## config.mk

```make
export PLATFORM = sky130hd
export DESIGN_NAME = demlen_xuong_auto
export DESIGN_NICKNAME = d
export VERILOG_FILES = /design/src/rtl/demlen_xuong_auto.sv
export SDC_FILE = /design/constraint.sdc
export NUM_CORES = 1
export LEC_CHECK = 0
export ABC_AREA = 1
export CAP_MARGIN = 40
export CORE_AREA = 2 2 39 41
export DETAILED_ROUTE_END_ITERATION = 7
export DIE_AREA = 0 0 41 43
export DONT_BUFFER_PORTS = 1
export PLACE_DENSITY = 0.49
export REMOVE_ABC_BUFFERS = 1
export SLEW_MARGIN = 20
export SYNTH_ARGS = -nofsm -noshare
export SYNTH_HDL_FRONTEND = slang
export SYNTH_SLANG_ARGS = --single-unit
```

## constraint.sdc

```tcl
create_clock -name Clk -period 1.78 [get_ports Clk]
set_input_delay 0.356 -clock Clk [delete_from_list [all_inputs] [get_ports Clk]]
set_output_delay 0.356 -clock Clk [all_outputs]
set_load 0.05 [all_outputs]
```

## src/rtl/demlen_xuong_auto.sv

```systemverilog
// demlen_xuong_auto
// Free-running bounce counter. It counts up from MIN_VAL to MAX_VAL, then
// down to MIN_VAL, and repeats. Neither endpoint is repeated, so one full
// period is 2*(MAX_VAL-MIN_VAL) clocks. Typical use is as a triangle-wave
// or sequence generator.
//
// Ports:
//   Clk  in   1      system clock, rising edge
//   RST  in   1      synchronous reset, active low
//   OUT  out  WIDTH  current count, taken straight from a flop
//   DIR  out  1      current direction (1 = up, 0 = down), taken straight from a flop
//
// Parameters:
//   WIDTH    counter width in bits
//   MIN_VAL  lower turn-around value (must be < MAX_VAL)
//   MAX_VAL  upper turn-around value (must be <= 2^WIDTH-1)
module demlen_xuong_auto #(
  parameter int unsigned WIDTH   = 4,
  parameter int unsigned MIN_VAL = 0,
  parameter int unsigned MAX_VAL = (1 << WIDTH) - 1
) (
  input  logic             Clk,
  input  logic             RST,
  output logic [WIDTH-1:0] OUT,
  output logic             DIR
);

  localparam logic [WIDTH-1:0] min_v = MIN_VAL[WIDTH-1:0];
  localparam logic [WIDTH-1:0] max_v = MAX_VAL[WIDTH-1:0];
  localparam logic [WIDTH-1:0] one_v = {{(WIDTH-1){1'b0}}, 1'b1};

  logic [WIDTH-1:0] out_reg, out_next;
  logic             dir_reg, dir_next;
  logic [WIDTH-1:0] inc_val, dec_val;

  // These values are used only when the matching range guard holds, so
  // neither one can wrap, even with MAX_VAL = 2^WIDTH-1.
  assign inc_val = out_reg + one_v;
  assign dec_val = out_reg - one_v;

  // State register
  always_ff @(posedge Clk) begin
    if (!RST) begin
      out_reg <= min_v;
      dir_reg <= 1'b1;
    end else begin
      out_reg <= out_next;
      dir_reg <= dir_next;
    end
  end

  // Next-state logic. DIR turns on the same edge that OUT reaches an
  // endpoint. As a result, the endpoint value is emitted only once.
  always_comb begin
    out_next = out_reg;
    dir_next = dir_reg;
    if (dir_reg && (out_reg < max_v)) begin
      out_next = inc_val;
      dir_next = (inc_val != max_v);
    end else if (!dir_reg && (out_reg > min_v)) begin
      out_next = dec_val;
      dir_next = (dec_val == min_v);
    end else if (dir_reg) begin
      // Recovery: the count is already at or above the top while still
      // marked as counting up. Step back into range and count down.
      out_next = max_v - one_v;
      dir_next = 1'b0;
    end else begin
      // Recovery: the count is already at or below the bottom while
      // marked as counting down. Step back into range and count up.
      out_next = min_v + one_v;
      dir_next = 1'b1;
    end
  end

  // Outputs are driven directly from the flops.
  always_comb begin
    OUT = out_reg;
    DIR = dir_reg;
  end

endmodule

```

==> qor.txt <==
Initial DRT Pass Iterations = 4
Chip Area, Yosys = 409.1 um^2
Tool Warnings = 28
Die ar. = 1763 um^2
Synth area leaders = dfxtp_1, nand2_1, ha_1
Worst slew pin tran = 0.4459 ns
Unique masters post-synth = 21
Io pins = 7
Crit-path slowest cell = dfxtp_1
DIE WIDTH = 41 um
Post-Syn Area = 409.1 um^2
CTS Buf Count = 3
Post_cts resized = 0
Rows = 14
Crit path DAT = 1.12 ns
Starting Density = 0.2957
Port Buf Inserts = 0
Cts hold-fix bufs = 0
Worst path bufs/invs = 1
CTS H-tree lvls = 1
Placed cell areas = 455.4 um^2
Setup_tns = 0 ns
Antenna Cells = 0
Fmax = 675.4 MHz
Synth async-reset ratio = 0
Fillers = 160
RSZ-0062 raised after global routing = no
Slowest stage delay, CP = 0.59 ns
Vias in the first global route = 336
Setup crit end kind = primary output
Final period utilization = 0.8318
Hold Fails Final Rpt = 0
Leak pwr = 0.0002454 uW
DP Wirelength = 657.7 um
Synthesis-to-finish area growth = 17.74%
Critical path, cell by cell = buf_4
Reg-to-reg setup timing slack = 0.42 ns
Crit path max fanout = 9
Pwr/cell area = 722.2 nW/um^2
Largest net degree at the start of global routing = 10
R2R Path End = DIR
Reg2Reg Depth = 8
Routed vias/inst = 4.451
Post-Syn Area per Cell = 7.054 um^2
Area leader, netlist = dfxtp_1
Post-synth EDFFs = 0
Routed Antenna Nets = 0
CP Class = flip-flop to primary output
Crit path launch type = flip-flop
CP required = 1.42 ns
NumNets Final = 73
Initial antenna violation count = 0
Most frequent cells after synthesis = nand2_1, inv_1, nand3_1
CTS Root Cell = clkbuf_4
CP delay by family, top = flip-flops
Seq. cell area = 100.1 um^2
Yosys warning tally = 0
WHS Endpoint = DIR
Rel. slew slack = 0.7024
Minimum clock period = 1.481 ns
Hold Worst Slack = 0.1930 ns
Synth Register Bits = 5
Worst skew pair latency = 0.25 ns
# setup viols final = 0
Seq/Total Area, Yosys = 0.2446
Clock buffer depth = 2
CTS tree = built
Skew final = 0.002204 ns
# Cells Yosys = 58
Setup Fix Bufs, Post-CTS = 0
Worst R2R Start = OUT[1]
Maximum VDD drop = 0.2512 mV
Design area = 481.7 um^2
Top cell area share = 0.2446
Count leader, synth = nand2_1
Layout cell share with drive strength beyond 1 = 0.2727
Die height = 43 um
Worst min path class = input pin to flip-flop
Outcome = finished clean
Max cap viols = 0
RePlAce Congestion = 0.7704
Number of DRC markers in iteration 0 = 9
Main flop type = dfxtp_1
First-pass GRT wire length = 1.297 mm
Area of the multi-input gates = 261.5 um^2
Total grt overflow = 0
Hold Path Stages = 1
Critical hold path startpoint = RST
# DRC = 0
Pins Over Slew Limit = 0
Core area = 1384 um^2
Synth Instances = 58
Sink Count = 5
CTS clock-pin slew for the worst setup and hold paths = 0.04 ns
## per-stage QoR
stage | setup slack [ns] | total power, uW | cells
finish | 0.2993 | 347.9 | 82
global route | 0.2628 | 365.6 | 82
CTS | 0.3028 | 351.3 | 82
detailed placement | 0.4105 | 214.3 | 78
global placement | 0.4218 | 215.1 | 78
floorplan | 0.1140 | 196.0 | 57
## logic make-up (layout without fill, tap and decap cells)
logic type      after synthesis  in the layout  share of synthesized area
simple gates                 34             34                     0.4342
buf+inv                      10             18                     0.1162
compound gates                5              5                    0.08256
flops                         5              5                     0.2447
fa+ha+maj                     4              4                     0.1223
## power by group
| part | total, uW | switching [uW] | internal (uW) |
|---|---|---|---|
| Clock | 136 | 51.1 | 85.0 |
| Sequential | 130 | 12.0 | 118 |
| Combinational | 81.6 | 53.4 | 28.1 |
| Total | 348 | 117 | 231 |
## worst reg2reg max path: cells and delay by family, from the launching register on
kind,cells,cell delay [ns]
flip-flops,1,0.47
AND/OR/NAND/NOR,5,0.36
adder cells (fa/ha/maj),1,0.25
buffers and inverters,2,0.18
## placed cells by master, fill, tap and decap left out
cell type and n:
a21oi_2 1, a21boi_1 1, clkbuf_1 1, nor2_1 4, a21oi_1 1, and2_1 1
inv_2 1, inv_4 1, nand3_1 6, nor2_4 1, clkbuf_4 3, nand2_2 2
nand2_1 14, o21ai_0 1, o211ai_1 1, nand2_4 1, nand4_1 2, dfxtp_1 5
buf_4 5, ha_1 4, nand3_2 2, inv_1 7, nor2_2 1
## metal layers
layer	global-route usage	up-vias	wire length, um
met2	0.1719	6	392
met4	0.1200	0	28
met5	0	-	0
met1	0.1218	155	373
li1	-	201	-
met3	0.01571	3	14
## worst max path at each step
stage,startpoint,end,slack [ns],cells after the start
after CTS,OUT[2],OUT[2],0.30,1
final,OUT[2],OUT[2],0.30,1
after global routing,OUT[2],OUT[2],0.26,1
after detailed placement,OUT[1],DIR,0.41,8
after floorplan,OUT[0],DIR,0.11,8
after global placement,OUT[1],DIR,0.42,8
## cell type report
class	count	area share
clock buffer	4	0.05455
inverter	9	0.07532
multi-input combinational	43	0.5429
sequential	5	0.2078
tap	16	0.04156
timing repair buffer	5	0.07792
## registers in the layout, indices dropped and copies added, names as in the netlist
register  cells
DIR           1
OUT           4
Selected gate families:
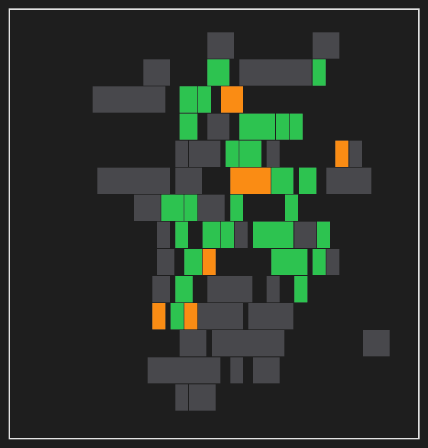
[orange] nor cells | cells: 6 | most used: nor2_1 | where: centre
[green] nand cells | cells: 27 | most used: nand2_1
non-filler instance count after layout: 82
Comb area share: 0.5429
most instantiated logic cell after routing: nand2_1

Routing congestion map:
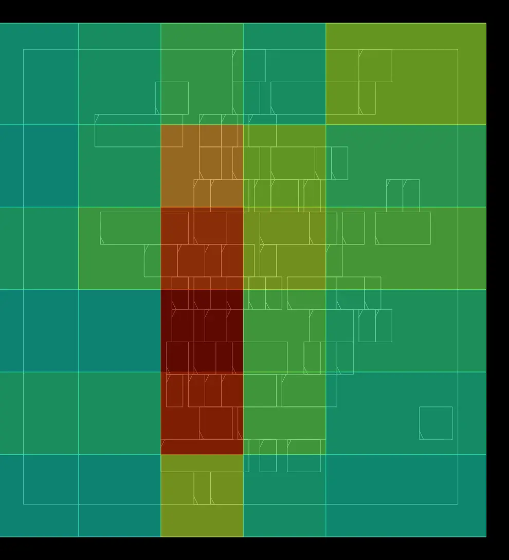
Top Usage Layer GRT: met2
met2 Usage GRT: 0.1719
fin util: 0.3481
Total Routing Usage GR: 0.1143

Routed metal, one colour a layer:
Scale bar: 10 um. Only two layers are drawn.
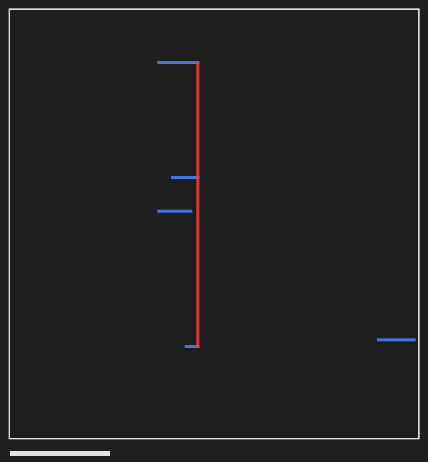
[blue] metal 3 | wire length: 14.4 um
[red] metal 4 | wire length: 28.6 um
routed wire length: 809 um
vias: 365
WL per Instance: 9.866 um

No activity file was given, so power comes from the tool's default toggle rates.
